==> images/port_nets.png <==
Scale bar: 100 um.
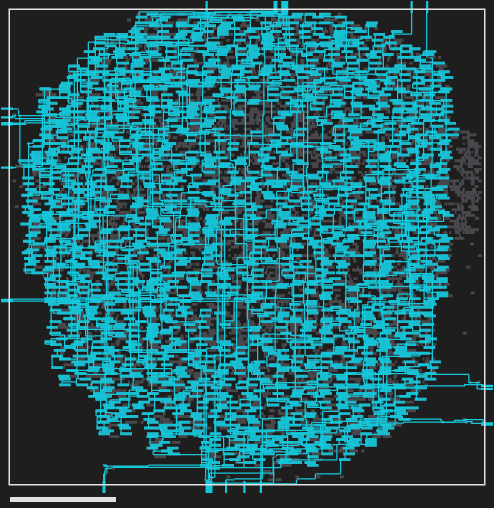
==> images/clock_map.png <==
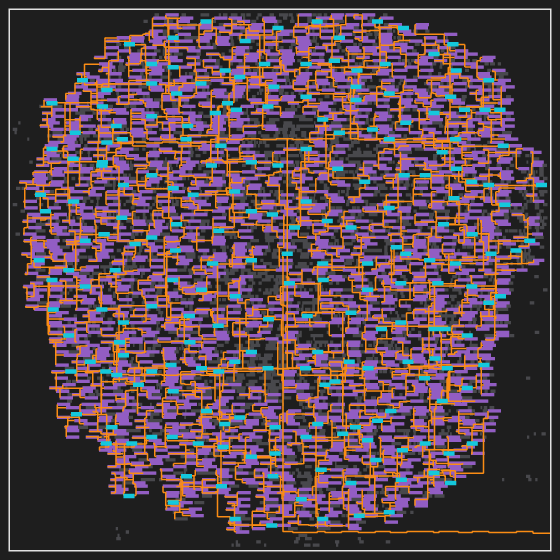
==> images/met1.png <==
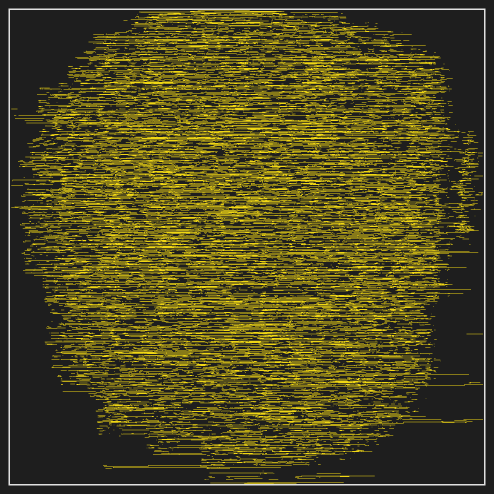
==> images/registers.png <==
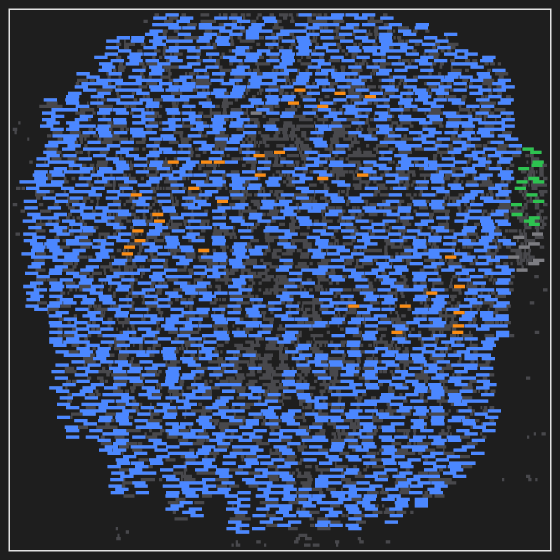
### config.mk
export PLATFORM = sky130hd
export DESIGN_NAME = avalon_mem_responder
export DESIGN_NICKNAME = d
export VERILOG_FILES = /design/src/rtl/avalon_mem_responder.sv
export SDC_FILE = /design/constraint.sdc
export NUM_CORES = 2
export LEC_CHECK = 0
export CORE_MARGIN = 2
export CORE_UTILIZATION = 41
export DETAILED_ROUTE_END_ITERATION = 12
export HOLD_SLACK_MARGIN = 0.02
export PLACE_DENSITY = 0.55
export SLEW_MARGIN = 20
export SYNTH_ARGS = -nofsm -noshare
export SYNTH_HDL_FRONTEND = slang
export SYNTH_SLANG_ARGS = --single-unit
export TNS_END_PERCENT = 1
### constraint.sdc
create_clock -name clk -period 3.31 [get_ports clk]
set_clock_uncertainty 0.1 [all_clocks]
set_input_delay 0.331 -clock clk [delete_from_list [all_inputs] [get_ports clk]]
set_output_delay 0.331 -clock clk [all_outputs]
set_load 0.02 [all_outputs]
### src/rtl/avalon_mem_responder.sv
// Avalon-MM slave word RAM with programmable wait states, registered read return
// and a saturating access counter. Define AVS_BYTEEN_EN to add per-lane write enables.
module avalon_mem_responder #(
    parameter int ADDR_W      = 6,
    parameter int WAIT_CYCLES = 2
) (
    input  logic        clk,
    input  logic        reset,
    input  logic [31:0] avs_address,
    input  logic        avs_read,
    input  logic        avs_write,
    input  logic [31:0] avs_writedata,
`ifdef AVS_BYTEEN_EN
    input  logic [3:0]  avs_byteenable,
`endif
    output logic [31:0] avs_readdata,
    output logic        avs_waitrequest,
    output logic        avs_readdatavalid,
    output logic [15:0] access_count,
    output logic        proto_err
);

    localparam int DEPTH = 1 << ADDR_W;

    localparam logic [1:0] S_IDLE = 2'd0;
    localparam logic [1:0] S_WAIT = 2'd1;
    localparam logic [1:0] S_ACK  = 2'd2;

    localparam logic [3:0] WAIT_INIT = 4'(WAIT_CYCLES);

    logic [1:0]        state;
    logic [1:0]        state_nxt;
    logic [3:0]        cnt;
    logic [3:0]        cnt_nxt;
    logic [31:0]       mem [DEPTH];
    logic [ADDR_W-1:0] word;
    logic [3:0]        lane_en;
    logic              req;
    logic              accept;
    logic              rd_acc;
    logic              wr_acc;
    logic              unused_addr;

    function automatic logic [15:0] sat_inc16(input logic [15:0] v);
        return (v == 16'hFFFF) ? v : v + 16'd1;
    endfunction

    function automatic logic [31:0] merge_lanes(input logic [31:0] cur,
                                                input logic [31:0] wdata,
                                                input logic [3:0]  en);
        logic [31:0] r;
        r = cur;
        for (int i = 0; i < 4; i++) begin
            if (en[i]) r[8*i +: 8] = wdata[8*i +: 8];
        end
        return r;
    endfunction

    // Upper address bits wrap the RAM; the byte offset is not used for word access.
    assign word        = avs_address[ADDR_W+1:2];
    assign unused_addr = ^{avs_address[31:ADDR_W+2], avs_address[1:0]};

`ifdef AVS_BYTEEN_EN
    assign lane_en = avs_byteenable;
`else
    assign lane_en = 4'hF;
`endif

    assign req    = avs_read | avs_write;
    assign accept = (state == S_ACK) && req;
    assign rd_acc = accept && avs_read;
    // A simultaneous read wins; the write half is discarded.
    assign wr_acc = accept && avs_write && !avs_read;

    always_comb begin
        state_nxt = state;
        cnt_nxt   = cnt;
        case (state)
            S_IDLE: begin
                if (req) begin
                    if (WAIT_CYCLES == 0) begin
                        state_nxt = S_ACK;
                    end else begin
                        state_nxt = S_WAIT;
                        cnt_nxt   = WAIT_INIT;
                    end
                end
            end
            S_WAIT: begin
                if (!req) begin
                    state_nxt = S_IDLE;
                    cnt_nxt   = 4'd0;
                end else if (cnt <= 4'd1) begin
                    state_nxt = S_ACK;
                    cnt_nxt   = 4'd0;
                end else begin
                    cnt_nxt = cnt - 4'd1;
                end
            end
            S_ACK: begin
                state_nxt = S_IDLE;
            end
            default: begin
                state_nxt = S_IDLE;
                cnt_nxt   = 4'd0;
            end
        endcase
    end

    // waitrequest is registered from the next state so it is glitch-free.
    always_ff @(posedge clk or posedge reset) begin
        if (reset) begin
            state           <= S_IDLE;
            cnt             <= 4'd0;
            avs_waitrequest <= 1'b1;
        end else begin
            state           <= state_nxt;
            cnt             <= cnt_nxt;
            avs_waitrequest <= (state_nxt != S_ACK);
        end
    end

    always_ff @(posedge clk or posedge reset) begin
        if (reset) begin
            avs_readdata      <= 32'd0;
            avs_readdatavalid <= 1'b0;
        end else begin
            avs_readdatavalid <= rd_acc;
            if (rd_acc) avs_readdata <= mem[word];
        end
    end

    always_ff @(posedge clk or posedge reset) begin
        if (reset) begin
            access_count <= 16'd0;
            proto_err    <= 1'b0;
        end else begin
            if (accept) access_count <= sat_inc16(access_count);
            if (avs_read && avs_write) proto_err <= 1'b1;
        end
    end

    // RAM contents survive reset.
    always_ff @(posedge clk) begin
        if (wr_acc) mem[word] <= merge_lanes(mem[word], avs_writedata, lane_en);
    end

endmodule

==> Changelog: implementation <==
### Metrics

* Worst Setup SP: state[0]$_DFF_PP0_
* Mapped Cells at 4272
* Ys flop type: edfxtp_1
* First-pass GRT wire length at 374 mm
* Routed via count at 47382
* Outcome: complete, no violations
* Tot Pwr at 0.0594 W
* Worst Hold Class: in2reg
* Clk sinks at 2105
* RSZ-0062 raised after global routing: no
* Worst EP required at 3.95 ns
* Worst slew margin at 0.219
* Crit Path Class: reg2reg
* Seq share, synth at 0.776
* Syn Area/Cell at 19.0 um^2
* Synth-to-Final Area Change at 20.5%
* Hold path start: avs_writedata[24]
* OpenROAD warnings at 55
* CTS resizes at 0
* Die Ht at 449 um
* Placed cell count at 7225
* Simple share at 0.0217
* Post-CTS Hold Buffers at 15
* Setup violations, final at 0
* Area fraction in compound gates at 0.0848
* Mux area share at 0.0944
* Clk ins delay skew pair at 0.88 ns
* Max incr delay on CP at 0.47 ns
* CP max FO at 28
* Yosys xor share at 0.00162
* Final WS setup at 0.424 ns
* Leading area contributor after synthesis: edfxtp_1
* Detail Route Antenna Nets at 0
* Cell Type Count at 77
* Total core area at 197000 um^2
* Slew @ Worst Pin at 1.17 ns
* Yosys stat chip area at 81100 um^2
* Worst path slowest cell: inv_2
* GRT Util Overall at 0.265
* Final Core Density at 0.496
* Post-DR wirelength/cell at 35.3 um
* Max Cap Viol at 0
* Die area at 201000 um^2
* Nets@finish at 4895
* Area leader share at 0.758
* Post-Layout Cell Count at 7661
* RR Startpoint: state[0]$_DFF_PP0_
* Grt ovf at 0
* Mapped Nets at 4343
* Setup Slack @ Placement at 0.0182 ns
* Number of enable flip-flop cells at 2048
* Design area at 97700 um^2
* Dominant logic cell types in the final layout: edfxtp_1, buf_4, a221oi_1
* Dpl hpwl at 170 mm
* Final WL at 271 mm
* Leakage at 31.6 nW
* Top cell excl fill/tap: edfxtp_1
* Maximum vdd drop at 0.525 mV
* YS warnings at 0
* Synth flops at 2105
* Yosys adder share at 0.000463
* Initial DRC Count at 6554
* # Cells Yosys at 4272
* Largest net degree at the start of global routing at 65
* Crit path DAT at 3.53 ns
* Pwr/cell area at 609 nW/um^2
* Crit path buf inv count at 2
* Ys async rst share at 0.0271
* Mapped cell area at 81100 um^2
* Vias per inst at 6.18
* 1st-pass router iterations at 6
* # rows at 163
* Setup_tns at 0 ns
* Max Root-Sink Buffers at 3
* Tcrit/Tclk final at 0.872
* Largest cells by area: edfxtp_1, mux4_2, mux2_2
* CTS tree: done
* Die width at 449 um
* Postcts setup bufs at 0
* CP startpoint kind: flip-flop
## Picture notes: port_nets.png
| colour | port | direction | end cells | buffers | wire |
|---|---|---|---|---|---|
| cyan | `avs_writedata` | input | 2048 | 86 | 34.4 mm |
I/O Buffers: 92
# IOs: 119

## Picture notes: clock_map.png
[orange] clock wires | length: 24.4 mm
[cyan] cells driving clock nets | count: 216
[purple] flip-flops | count: 2105
routed clock nets: 217
flops lie: widely spread

## Picture notes: met1.png
share of all routed wire: 40%
longest straight run: 126 um
nets with wire on the layer: 4698
wire length on this layer: 109 mm
main direction: horizontal

## Picture notes: registers.png
| colour | name in the netlist | placed flops |
|---|---|---|
| green | `access_count` | 16 |
| orange | `avs_readdata` | 32 |
| blue | `mem` | 2048 |
not coloured: 9

## state kept, by name, summed over array words and instances, names as in the netlist
signal,count
avs_readdata,32
avs_waitrequest,1
state,2
avs_readdatavalid,1
mem,2048
cnt,4
access_count,16
proto_err,1
## where the power goes
part	total, W	switching [W]	internal, W
clock	0.0248	0.0106	0.0142
sequential	0.0300	0.000516	0.0295
combinational	0.00463	0.00289	0.00174
## metal layers
layer / up-vias / GRT usage / wire, um
li1: 18991 / - / -
met1: 25330 / 0.373 / 109000
met2: 2628 / 0.419 / 127000
met3: 427 / 0.0411 / 23100
met4: 6 / 0.0978 / 11000
met5: - / 0 / 40
## path summary, 6_finish.rpt
kind,end,depth (start not counted),slack (ns)
max reg2reg,avs_readdata[29]$_DFFE_PP0P_,8,0.42
max in group asynchronous,avs_waitrequest$_DFF_PP1_,4,2.02
min reg2reg,proto_err$_DFFE_PP0P_,1,0.36
min in group asynchronous,access_count[1]$_DFFE_PP0P_,3,0.29
min,mem[14][24]$_DFFE_PP_,2,0.04
max,avs_readdata[29]$_DFFE_PP0P_,8,0.42
## area by class of cell
class,instances,area [um^2],area share
diodes,4,10.0,0.000102
repair buffers,626,7060,0.0723
well taps,2640,3300,0.0338
clock inverters,139,1540,0.0158
flip-flops and latches,2105,62900,0.644
multi-input cells,1865,17000,0.175
clock buffers,272,5750,0.0588
inverters,10,51.3,0.000525
## synthesized netlist by cell type (40+ instances only)
library cell / instances
a21oi_1: 116
a221o_1: 47
a221oi_1: 222
a22o_1: 40
a22oi_1: 152
buf_2: 101
buf_4: 43
clkbuf_1: 86
dfrtp_1: 56
edfxtp_1: 2048
mux2_2: 195
mux2i_1: 172
mux4_2: 158
nand2_1: 108
nor2_1: 179
o21ai_0: 104
o22ai_1: 77
Power is estimated from default activity; no workload was simulated.
